==> src/rtl/imem_boot_loader_pkg.sv <==
// Shared types and constants for the instruction-memory boot loader.
package boot_pkg;

  typedef enum logic [2:0] {
    CNT_HI,
    CNT_LO,
    DATA,
    WRITE,
    CSUM,
    DONE,
    ERR
  } boot_state_e;

  localparam int unsigned WORD_BYTES = 4;
  localparam int unsigned CNT_W      = 16;
  localparam int unsigned IDX_W      = $clog2(WORD_BYTES);

endpackage

==> src/rtl/imem_boot_loader_byte_packer.sv <==
// Assembles big-endian stream bytes into one instruction word.
module byte_packer
  import boot_pkg::*;
(
  input  logic                    i_clk,
  input  logic                    i_reset,
  input  logic                    i_clear,
  input  logic                    i_shift,
  input  logic [7:0]              i_byte,
  output logic [8*WORD_BYTES-1:0] o_word,
  output logic [IDX_W-1:0]        o_idx,
  output logic                    o_word_full
);

  logic [8*WORD_BYTES-1:0] r_word;
  logic [IDX_W-1:0]        r_idx;
  logic                    r_word_full;

  always_ff @(posedge i_clk) begin
    if (i_reset || i_clear) begin
      r_word      <= '0;
      r_idx       <= '0;
      r_word_full <= 1'b0;
    end else if (i_shift) begin
      // First byte ends up in the top byte after WORD_BYTES shifts.
      r_word <= {r_word[8*WORD_BYTES-9:0], i_byte};
      r_idx  <= r_idx + IDX_W'(1);
      if (r_idx == IDX_W'(WORD_BYTES - 1))
        r_word_full <= 1'b1;
    end
  end

  assign o_word      = r_word;
  assign o_idx       = r_idx;
  assign o_word_full = r_word_full;

endmodule

==> src/rtl/imem_boot_loader.sv <==
// Loads a framed byte stream into instruction memory and holds the CPU in
// reset until the image checksum verifies.
module imem_boot_loader
  import boot_pkg::*;
#(
  parameter int unsigned ADDR_W    = 8,
  parameter int unsigned BASE_ADDR = 0
) (
  input  logic              CLK,
  input  logic              Reset,
  input  logic              rx_valid,
  input  logic [7:0]        rx_data,
  output logic              rx_ready,
  output logic              imem_we,
  output logic [ADDR_W-1:0] imem_addr,
  output logic [31:0]       imem_wdata,
  output logic              cpu_reset,
  output logic              load_done,
  output logic              load_err
);

  localparam logic [CNT_W:0] MAX_WORDS = (CNT_W + 1)'(1) << ADDR_W;

  boot_state_e       r_state;
  boot_state_e       w_next;
  logic [7:0]        r_cnt_hi;
  logic [CNT_W-1:0]  r_remain;
  logic [ADDR_W-1:0] r_addr;
  logic [7:0]        r_xor;

  logic              w_accept;
  logic [CNT_W-1:0]  w_count;
  logic [31:0]       w_word;
  logic [IDX_W-1:0]  w_idx;
  logic              w_word_full;

  assign w_accept = rx_valid & rx_ready;
  assign w_count  = {r_cnt_hi, rx_data};

  byte_packer u_packer (
    .i_clk       (CLK),
    .i_reset     (Reset),
    .i_clear     (r_state == WRITE),
    .i_shift     (w_accept && (r_state == DATA)),
    .i_byte      (rx_data),
    .o_word      (w_word),
    .o_idx       (w_idx),
    .o_word_full (w_word_full)
  );

  always_ff @(posedge CLK) begin
    if (Reset) r_state <= CNT_HI;
    else       r_state <= w_next;
  end

  always_comb begin
    w_next = r_state;
    case (r_state)
      CNT_HI: if (w_accept) w_next = CNT_LO;
      CNT_LO: if (w_accept) begin
        if ({1'b0, w_count} > MAX_WORDS) w_next = ERR;
        else if (w_count == '0)          w_next = CSUM;
        else                             w_next = DATA;
      end
      DATA:   if (w_accept && (w_idx == IDX_W'(WORD_BYTES - 1))) w_next = WRITE;
      WRITE:  w_next = (r_remain == CNT_W'(1)) ? CSUM : DATA;
      CSUM:   if (w_accept) w_next = (rx_data == r_xor) ? DONE : ERR;
      DONE:   w_next = DONE;
      ERR:    w_next = ERR;
      default: w_next = ERR;
    endcase
  end

  always_ff @(posedge CLK) begin
    if (Reset) begin
      r_cnt_hi <= '0;
      r_remain <= '0;
      r_addr   <= ADDR_W'(BASE_ADDR);
      r_xor    <= '0;
    end else begin
      if (w_accept && (r_state == CNT_HI || r_state == CNT_LO || r_state == DATA))
        r_xor <= r_xor ^ rx_data;
      case (r_state)
        CNT_HI: if (w_accept) r_cnt_hi <= rx_data;
        CNT_LO: if (w_accept) r_remain <= w_count;
        WRITE: begin
          r_addr   <= r_addr + ADDR_W'(1);
          r_remain <= r_remain - CNT_W'(1);
        end
        default: ;
      endcase
    end
  end

  // Every output is decoded from registered state only.
  assign rx_ready   = (r_state == CNT_HI) || (r_state == CNT_LO) ||
                      (r_state == DATA)   || (r_state == CSUM);
  assign imem_we    = (r_state == WRITE) && w_word_full;
  assign imem_addr  = r_addr;
  assign imem_wdata = w_word;
  assign cpu_reset  = (r_state != DONE);
  assign load_done  = (r_state == DONE);
  assign load_err   = (r_state == ERR);

endmodule

==> config.mk <==
export PLATFORM = sky130hd
export DESIGN_NAME = imem_boot_loader
export DESIGN_NICKNAME = d
export VERILOG_FILES = /design/src/rtl/imem_boot_loader_pkg.sv /design/src/rtl/imem_boot_loader_byte_packer.sv /design/src/rtl/imem_boot_loader.sv
export SDC_FILE = /design/constraint.sdc
export NUM_CORES = 1
export LEC_CHECK = 0
export ABC_AREA = 1
export ABC_CLOCK_PERIOD_IN_PS = 1350
export CAP_MARGIN = 10
export CORE_MARGIN = 2
export CORE_UTILIZATION = 40
export DETAILED_ROUTE_END_ITERATION = 7
export PLACE_DENSITY = 0.67
export SYNTH_ARGS = -nofsm -noshare
export SYNTH_HDL_FRONTEND = slang
export SYNTH_SLANG_ARGS = --single-unit
==> constraint.sdc <==
create_clock -name CLK -period 1.35 [get_ports CLK]
set_input_delay 0.27 -clock CLK [delete_from_list [all_inputs] [get_ports CLK]]
set_output_delay 0.27 -clock CLK [all_outputs]
set_load 0.05 [all_outputs]
Figure 1. Local utilization.
10 x 10 tiles, from white (low) to dark blue (high), 0 to 100% covered.
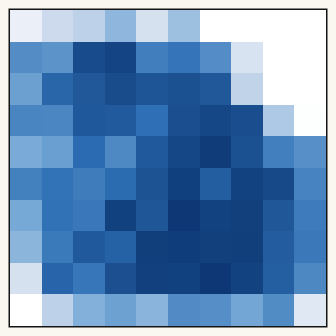
The emptiest ninth of the die: top right. 10% of the tiles are nearly empty. The mean over all tiles is 63%. 44% of the tiles are over 75% full. The fullest tile reaches 97%.

Figure 2. Cell classes on the final placement.
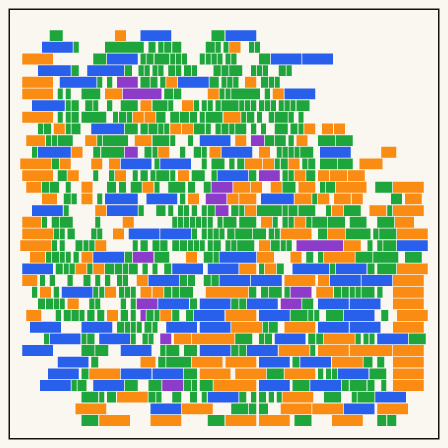
Key: blue = flops [cells 78, share of their area 25%]; orange = other buffers and delay cells [cells 150, share of their area 31%]; purple = clock drivers and dummy loads [cells 16, share of their area 3.5%]; green = all other logic [cells 456, share of their area 40%]

Figure 3. Cell placement.
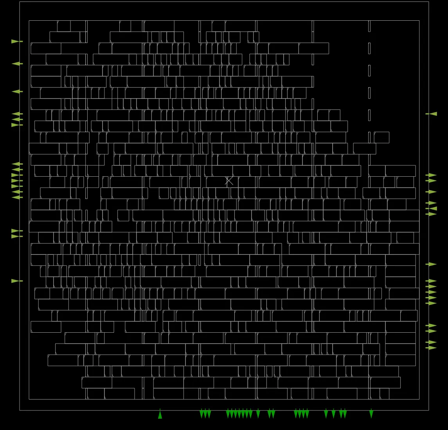
post-route non-filler standard cell count: 808
Core Box Area: 8810 um2
fill cell count: 583
post-layout util: 72.7%

Figure 4. Signal wires on met3.
The bar under the picture is 20 um long.
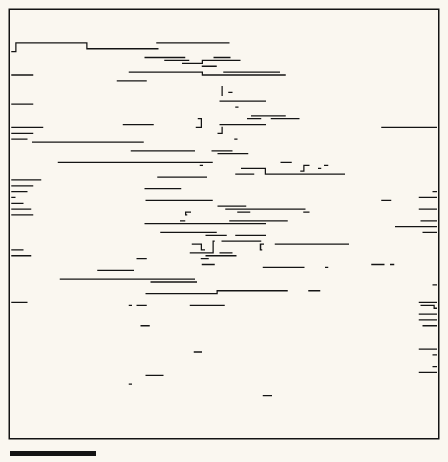
The layer holds 6.1% of the routed length. The layer carries 765 um of wire. The wires run mostly horizontal. The longest straight run is 35.9 um.

cell usage in the layout, fill, tap and decap left out, types with 2 or more instances in the layout:
cell type	synthesis	final
nand2_2	3	7
nor3_4	0	3
nor2_2	4	18
dfxtp_1	78	68
nand2_4	0	7
dfxtp_2	0	6
clkinvlp_4	0	2
nor3_1	4	2
a21oi_2	0	11
buf_6	0	19
nor2_1	110	70
ha_1	4	2
nand2_1	126	116
nor2_4	1	27
nand3_1	15	10
inv_6	0	2
o21ai_1	0	18
inv_2	3	7
inv_1	48	41
dlymetal6s2s_1	0	3
nand4_1	4	4
o21ai_0	67	38
a21oi_1	47	35
nand3b_1	4	4
buf_4	1	66
buf_16	0	4
o21ai_2	0	10
buf_12	0	50
clkbuf_8	0	9
clkdlybuf4s50_1	0	7
xor2_1	6	5
nand3_2	0	5
dfxtp_4	0	4
power breakdown:
part,switching (mW),internal (mW)
clock,0.951,0.985
sequential,0.359,2.59
combinational,2.22,1.93
path summary, 6_finish.rpt:
kind,depth (start not counted),startpoint,slack (ns),end
setup / recovery,12,r_state[2]$_SDFFE_PP0P_,-0.22,u_packer.o_word[13]$_SDFFE_PP0P_
hold / removal,4,rx_data[3],0.36,r_xor[3]$_SDFFE_PP0P_
setup reg to reg,12,r_state[2]$_SDFFE_PP0P_,-0.22,u_packer.o_word[13]$_SDFFE_PP0P_
hold reg to reg,2,r_remain[7]$_SDFFE_PP0P_,0.52,r_remain[7]$_SDFFE_PP0P_
critical path: stages, from the launching register on:
cell,delay (ns)
dfxtp_2,0.37
inv_4,0.06
buf_6,0.11
buf_6,0.12
nand2_4,0.09
nor2_4,0.05
nand2_4,0.10
inv_8,0.05
buf_12,0.13
buf_16,0.14
buf_12,0.13
nor2_4,0.10
nor2_2,0.04
layout make-up:
cell class	count	area share [%]
flip-flops and latches	78	24.7
inverters	52	3.26
repair buffers	150	30.3
multi-input cells	404	36.2
clock inverters	5	0.996
clock buffers	11	2.38
well taps	108	2.11
per-stage QoR:
stage                     hold WS, ns  total power [mW]  area (um2)  setup WS (ns)  instances
after global routing            0.405              9.48        6400         -0.249        808
after detailed placement        0.488              6.10        5320         -0.334        769
final                           0.363              9.04        6400         -0.225        808
after global placement          0.470              6.02        5320         -0.344        769
after floorplan                 0.434              4.66        3720        -0.0244        552
after CTS                       0.499              8.60        6100         -0.195        802
sequential cells by signal, summed over array words and instances (netlist names):
signal / cells
u_packer.o_word_full: 1
r_xor: 8
u_packer.o_word: 32
r_cnt_hi: 8
u_packer.o_idx: 2
r_remain: 16
r_state: 3
imem_addr: 8
timing repair:
item,in CTS,in global routing
endpoints found under the setup margin,60,80
gates cloned,6,1
gates resized,122,79
pin swaps,28,36
setup buffers,13,5
routing by layer:
metal	track usage, %	up-vias	part of all wire, %
li1	-	2060	-
met4	8.32	0	2.3
met1	32.4	1978	42
met5	0	-	0
met3	4.53	28	6.1
met2	41.4	168	49
cells by family after synthesis:
family | count (synthesis) | synth area share [%]
adders and majority gates | 4 | 1.36
xor gates and xnor gates | 6 | 1.43
DFF | 78 | 42.5
AOI/OAI and AO/OA | 119 | 16.6
and+or+nand+nor | 274 | 30.5
buffers and inverters | 71 | 7.63
==> GITHUB_STEP_SUMMARY <==
### Metrics collected by this job

| Metric | Value |
|---|---|
| WP data required | 1.61 ns |
| Detailed Place HPWL | 7.73 mm |
| Ant diodes | 0 |
| Final worst slack | -0.225 ns |
| Starting Density | 41.7% |
| Top-count cell post-synth | nand2_1 |
| First-pass GRT wire length | 19.5 mm |
| Port Buffers | 55 |
| Yosys stat cell total | 552 |
| Worst Hold Class | in -> reg |
| GRT overflow | 0 |
| Die Y-Extent | 99.8 um |
| Residual DRC | 1 |
| Startpoint types | flip-flop |
| Net count entering floorplan | 567 |
| Synthesized cell area | 3670 um2 |
| Register area | 1580 um2 |
| CP Capture Type | flip-flop |
| Top cell area share | 42.5% |
| Vias per inst | 5.24 |
| Final min period | 1.57 ns |
| Status | complete, but fails checks |
| Largest area contributor in the netlist | dfxtp_1 |
| FP Rows | 34 |
| Drt total wl | 12.6 mm |
| Unrepaired setup endpoints after global routing | yes |
| Share of layout cells above drive strength 1 | 38.6% |
| Sequential area share after synthesis | 42.5% |
| Worst-margin pin slew | 0.291 ns |
| Post-synth cell types | 28 |
| PD cells | 1410 nW/um2 |
| Final setup vio count | 60 |
| Max Cap Violations | 0 |
| Crit Path Category | reg -> reg |
| Final Slew Violations | 0 |
| Routed wire length per instance | 15.6 um |
| Number of OpenROAD warnings | 30 |
| Vias in the first global route | 3991 |
| CTS Buffer Depth | 2 |
| Leakage | 2.80 nW |
| CTS Buf Count | 9 |
| Total Neg Setup Slack | -6.29 ns |
| Hold buffers post-CTS | 0 |
| Period Utilization, post-route | 117% |
| Total track usage | 24.8% |
| Ys async rst share | 0% |
| Ys flops | 78 |
| Post-synth EDFFs | 0 |
| Worst clock skew | 0.00833 ns |
| Cells after Synth | 552 |
| Fin. Hold Viols | 0 |
| Synth cell count leaders | nand2_1 (126), nor2_1 (110), dfxtp_1 (78), o21ai_0 (67), inv_1 (48) |
| Most used flip-flop cell | dfxtp_1 |
| Largest net degree at the start of global routing | 36 |
| First-iteration detailed-routing DRC count | 329 |
| Max FO, Critical Path | 6 |
| CP arrival | 1.83 ns |
| Total number of vias | 4234 |
| Syn-to-layout area delta | 74.4% |
| Clk latency late pin | 0.36 ns |
| Die Wd | 99.8 um |
| Initial antenna violation count | 0 |
| Worst-path clk slew | 0.09 ns |
| Max-Slew Margin vs Limit | 80.5% |
| GP Congestion | 0.932 |
| Max IR drop VDD | 0.715 mV |
| Logic area | 2320 um2 |
| Syn_area_per_cell | 6.65 um2 |
| First-pass detailed-route iteration total | 7 |
| Max Clock Freq | 0.635 GHz |
| CTS sink count | 78 |
| Root buffer cell | clkbuf_8 |
| Synthesis area per yosys | 3670 um2 |
| Failing checks | DRC, setup timing |
| CTS tree | built |
| Die area | 9960 um2 |
| Biggest area cells | dfxtp_1 (43%), nand2_1 (13%), nor2_1 (11%) |
| Ys Warns | 0 |
| Fin nets | 710 |
| Final antenna-violating net count | 0 |
| H-Tree Depth | 3 |
| I/O pin count | 56 |
Power and IR drop assume default switching activity.
